### config.mk
export PLATFORM = sky130hd
export DESIGN_NAME = mem_port_arbiter
export DESIGN_NICKNAME = d
export VERILOG_FILES = /design/src/rtl/mem_port_arbiter.sv
export SDC_FILE = /design/constraint.sdc
export NUM_CORES = 1
export LEC_CHECK = 0
export ABC_AREA = 1
export CORE_AREA = 2 2 108 110
export CTS_CLUSTER_DIAMETER = 150
export DETAILED_ROUTE_END_ITERATION = 10
export DIE_AREA = 0 0 110 112
export GPL_ROUTABILITY_DRIVEN = 0
export GPL_TIMING_DRIVEN = 0
export HOLD_SLACK_MARGIN = 0.05
export PLACE_DENSITY_LB_ADDON = 0.08
export SYNTH_ARGS = -nofsm -noshare
export SYNTH_HDL_FRONTEND = slang
export SYNTH_SLANG_ARGS = --single-unit
### constraint.sdc
create_clock -name clk -period 1.5 [get_ports clk]
set_input_delay 0.3 -clock clk [delete_from_list [all_inputs] [get_ports clk]]
set_output_delay 0.3 -clock clk [all_outputs]
set_load 0.01 [all_outputs]
### src/rtl/mem_port_arbiter.sv
// mem_port_arbiter: shares one memory port between fetch (read-only) and
// load/store. Data accesses win by default; fetch wins once the LSU has taken
// STARVE_LIMIT consecutive grants while fetch was waiting. One outstanding
// transaction; fetch responses can be discarded on redirect.
module mem_port_arbiter #(
  parameter int unsigned AW           = 32,
  parameter int unsigned DW           = 32,
  parameter int unsigned STARVE_LIMIT = 4
) (
  input  logic            clk,
  input  logic            rst,
  // fetch side
  input  logic            if_req,
  input  logic [AW-1:0]   if_addr,
  input  logic            if_flush,
  output logic            if_gnt,
  output logic            if_rvalid,
  output logic [DW-1:0]   if_rdata,
  // load/store side
  input  logic            ls_req,
  input  logic            ls_we,
  input  logic [AW-1:0]   ls_addr,
  input  logic [DW-1:0]   ls_wdata,
  input  logic [DW/8-1:0] ls_wstrb,
  output logic            ls_gnt,
  output logic            ls_rvalid,
  output logic [DW-1:0]   ls_rdata,
  // memory side
  output logic            mem_req,
  output logic            mem_we,
  output logic [AW-1:0]   mem_addr,
  output logic [DW-1:0]   mem_wdata,
  output logic [DW/8-1:0] mem_wstrb,
  input  logic            mem_gnt,
  input  logic            mem_rvalid,
  input  logic [DW-1:0]   mem_rdata
);

  typedef enum logic [1:0] {
    IDLE,
    WAIT_I,
    WAIT_D,
    WAIT_X
  } state_e;

  localparam logic [3:0] LIMIT = 4'(STARVE_LIMIT);

  state_e     state_q, state_d;
  logic       lock_q, lock_d;
  logic       lock_ls_q, lock_ls_d;
  logic [3:0] streak_q, streak_d;

  logic sel_ls;
  logic owner_req;

  // Owner selection: a pending lock pins the owner so an unaccepted request
  // cannot be switched mid-handshake.
  always_comb begin
    sel_ls = 1'b0;
    if (lock_q) begin
      sel_ls = lock_ls_q;
    end else if (if_req && ls_req) begin
      sel_ls = (streak_q != LIMIT);
    end else begin
      sel_ls = ls_req;
    end
    owner_req = sel_ls ? ls_req : if_req;
  end

  assign mem_req   = ~rst & (state_q == IDLE) & owner_req;
  assign mem_we    = sel_ls & ls_we;
  assign mem_addr  = sel_ls ? ls_addr : if_addr;
  assign mem_wdata = sel_ls ? ls_wdata : '0;
  assign mem_wstrb = sel_ls ? ls_wstrb : '0;

  assign if_gnt    = mem_req & mem_gnt & ~sel_ls;
  assign ls_gnt    = mem_req & mem_gnt & sel_ls;

  assign if_rvalid = ~rst & (state_q == WAIT_I) & mem_rvalid & ~if_flush;
  assign ls_rvalid = ~rst & (state_q == WAIT_D) & mem_rvalid;
  assign if_rdata  = mem_rdata;
  assign ls_rdata  = mem_rdata;

  // Next-state, lock and starvation-streak computation.
  always_comb begin
    state_d   = state_q;
    // Lock holds exactly while the owner requests without being accepted;
    // a grant or a dropped request both clear it.
    lock_d    = mem_req & ~mem_gnt;
    lock_ls_d = sel_ls;
    streak_d  = streak_q;

    if (ls_gnt) begin
      if (if_req) begin
        streak_d = (streak_q >= LIMIT) ? LIMIT : streak_q + 4'd1;
      end else begin
        streak_d = '0;
      end
    end else if (if_gnt) begin
      streak_d = '0;
    end

    unique case (state_q)
      IDLE: begin
        if (ls_gnt) begin
          state_d = WAIT_D;
        end else if (if_gnt) begin
          state_d = if_flush ? WAIT_X : WAIT_I;
        end
      end
      WAIT_I: begin
        if (mem_rvalid) begin
          state_d = IDLE;
        end else if (if_flush) begin
          state_d = WAIT_X;
        end
      end
      WAIT_D: begin
        if (mem_rvalid) begin
          state_d = IDLE;
        end
      end
      WAIT_X: begin
        if (mem_rvalid) begin
          state_d = IDLE;
        end
      end
      default: state_d = IDLE;
    endcase
  end

  // State registers with asynchronous reset.
  always_ff @(posedge clk or posedge rst) begin
    if (rst) begin
      state_q   <= IDLE;
      lock_q    <= 1'b0;
      lock_ls_q <= 1'b0;
      streak_q  <= '0;
    end else begin
      state_q   <= state_d;
      lock_q    <= lock_d;
      lock_ls_q <= lock_ls_d;
      streak_q  <= streak_d;
    end
  end

endmodule

io_fan.png
(4 px per um)
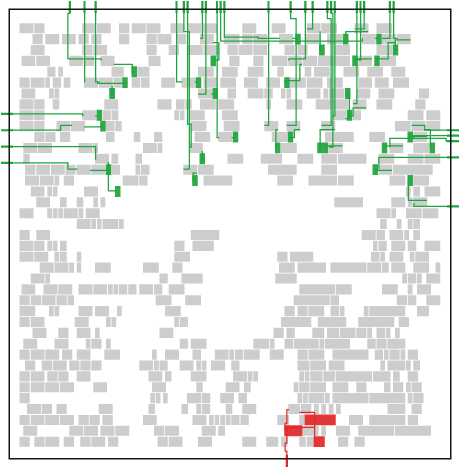
Green shows `ls_wdata`, bits 32, direction input, end cells 32, wire 821 um. Red shows `rst`, bits 1, direction input, end cells 3, wire 32.8 um.
Port Buffer Count: 245
I/O pin count: 278

flops_by_reg.png
(2 px per um) Other sequential cells in the stronger gray, the rest of the logic in the fainter gray.
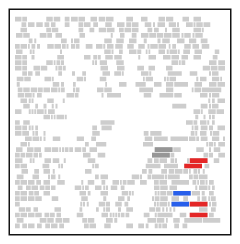
Blue shows `state_q`, flops 2. Red shows `streak_q`, flops 4, where south-east.
Another 2 sequential cells are not colored.
Storage cell area: 200 um2
share of the core filled with cells in the final layout: 47.1%
register share of the cell area: 3.80%
power consumed by sequential cells: 0.000347 W

==> notes.md <==
The flow completed. The share of total power dissipated in combinational logic is 82.7%. Looking at the reg2reg group, the worst path ends at state_q[1]. Looking at the VDD voltage map, the peak drop is 0.703 mV. Top-area cell type share of the netlist area landed at 29.5%.

Setup repair after global routing could not meet its margin everywhere. Logged for this run, the post-placement worst setup slack is -1.16 ns. Number of antenna violations at the first check in global routing landed at 0.

The flow ran to the end, but the final reports show violations. The final reports fail on setup timing. Leaving out fill and tap cells, the most frequent cells in the layout are sky130_fd_sc_hd__clkdlybuf4s50_1, sky130_fd_sc_hd__buf_4, sky130_fd_sc_hd__nand2_1. Per the CTS log, the buffer count on the longest clock path is 2. Share of power burned in registers landed at 7.6%.

met2 track demand over resource after global routing is 30.1%. The critical path is of the reg -> out type. Between clock sinks in the finished design, the worst skew comes to 0.000728 ns.

After synthesis the netlist holds a flip-flop and latch count of 8. Remaining antenna violation count after routing landed at 0. Switching power as a share of total power landed at 40.3%. Per STA, the worst path is made up of inv_2, ha_4, nand2_1, inv_1, nand2_2, nand2_4, nand2_8, clkinv_8, buf_12, buf_12, buf_12, nor2_4, buf_6. Logic area landed at 1200 um2. Post-synthesis net count landed at 455. Wire length reported by the detailed router landed at 9820 um. Total global-route track usage landed at 15.0%. STA classifies the critical path startpoint as a flop. Count of inserted antenna diode cells landed at 0. Peak clock frequency supported by timing landed at 482 MHz. Wire length of the first global-routing pass landed at 14200 um.

The highest layer touched by signal routing is met4. The number of cells reported by Yosys stat comes to 313. Leaving out fill and tap cells, the most frequent cell in the layout is sky130_fd_sc_hd__clkdlybuf4s50_1. Largest stage delay on the critical path landed at 0.35 ns. Final number of setup-violating endpoints landed at 79. Required arrival time at the worst endpoint landed at 1.20 ns. The final timing report lists a hold violation count of 0.

Number of buffers inserted during clock tree synthesis landed at 3. Aggregate negative setup slack landed at -35.67 ns. As reported, the later end of the worst-skew pair has a clock insertion delay of 0.23 ns. The final timing report gives a worst setup slack of -0.574 ns.

Worst hold slack after final layout landed at 0.328 ns. Count of yosys warnings during synthesis landed at 0. Per the GRT log, the top usage layer is met2.

Per the detail_route log, met2 wirelength is 5690 um. Looking at area per cell type in the netlist, the leader is sky130_fd_sc_hd__buf_4.
placement.png
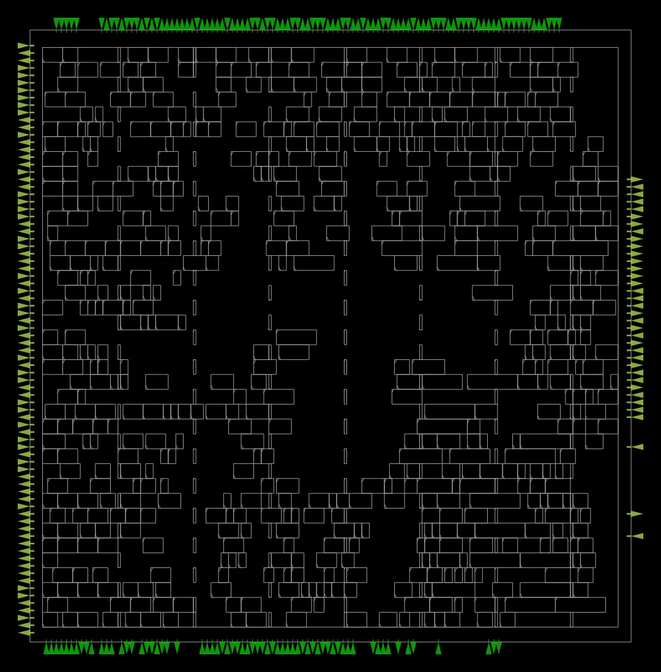
tapcells inserted: 143
Fillers: 1102
row count: 39
registers: 8

## layout make-up
class	instances	share of cell area (%)
Buffer	73	11.9
Clock buffer	3	1.43
Inverter	56	4.35
Multi-Input combinational cell	175	22.9
Sequential cell	8	3.80
Tap cell	143	3.40
Timing Repair Buffer	284	52.3
## how the worst min path moves through the flow
stage / startpoint / endpoint / slack (ns) / cells past startpoint
floorplan: rst / lock_ls_q / 0.13 / 1
global placement: streak_q[3] / streak_q[3] / 0.51 / 2
global route: rst / streak_q[2] / 0.35 / 3
CTS: rst / streak_q[3] / 0.27 / 3
detailed placement: streak_q[3] / streak_q[3] / 0.51 / 2
finish: rst / streak_q[3] / 0.33 / 3
## per-stage QoR
step	power, W	instance area (um2)
finish	0.00456	5270
global route	0.00489	5270
CTS	0.00430	5030
detailed placement	0.00313	4530
global placement	0.00313	4530
floorplan	0.00170	1900
## cell families (layout without fill, tap and decap cells)
kind of cell | Yosys count | after routing | synth area share (%)
simple gates | 163 | 163 | 39.8
flops | 8 | 8 | 11.6
buf+inv | 130 | 416 | 43.4
fa+ha+maj | 2 | 2 | 1.44
compound gates | 10 | 10 | 3.83
## worst max-delay path: cells and delay by family, from the launching register on
family / cells / cell delay, ns
adders and majority gates: 1 / 0.15
DFF: 1 / 0.35
buffers and inverters: 7 / 0.68
and+or+nand+nor: 5 / 0.37
## timing repair
item,CTS,global route
hold buffers,0,0
setup endpoints to repair,79,81
pin swaps,7,18
gates cloned,7,0
setup buffers,28,9
gates resized,367,81
## state kept, by name (all words and copies together), names as in the netlist
| register | cells |
|---|---|
| streak_q | 4 |
| lock_ls_q | 1 |
| lock_q | 1 |
| state_q | 2 |
No activity file was given, so power comes from the tool's default toggle rates.
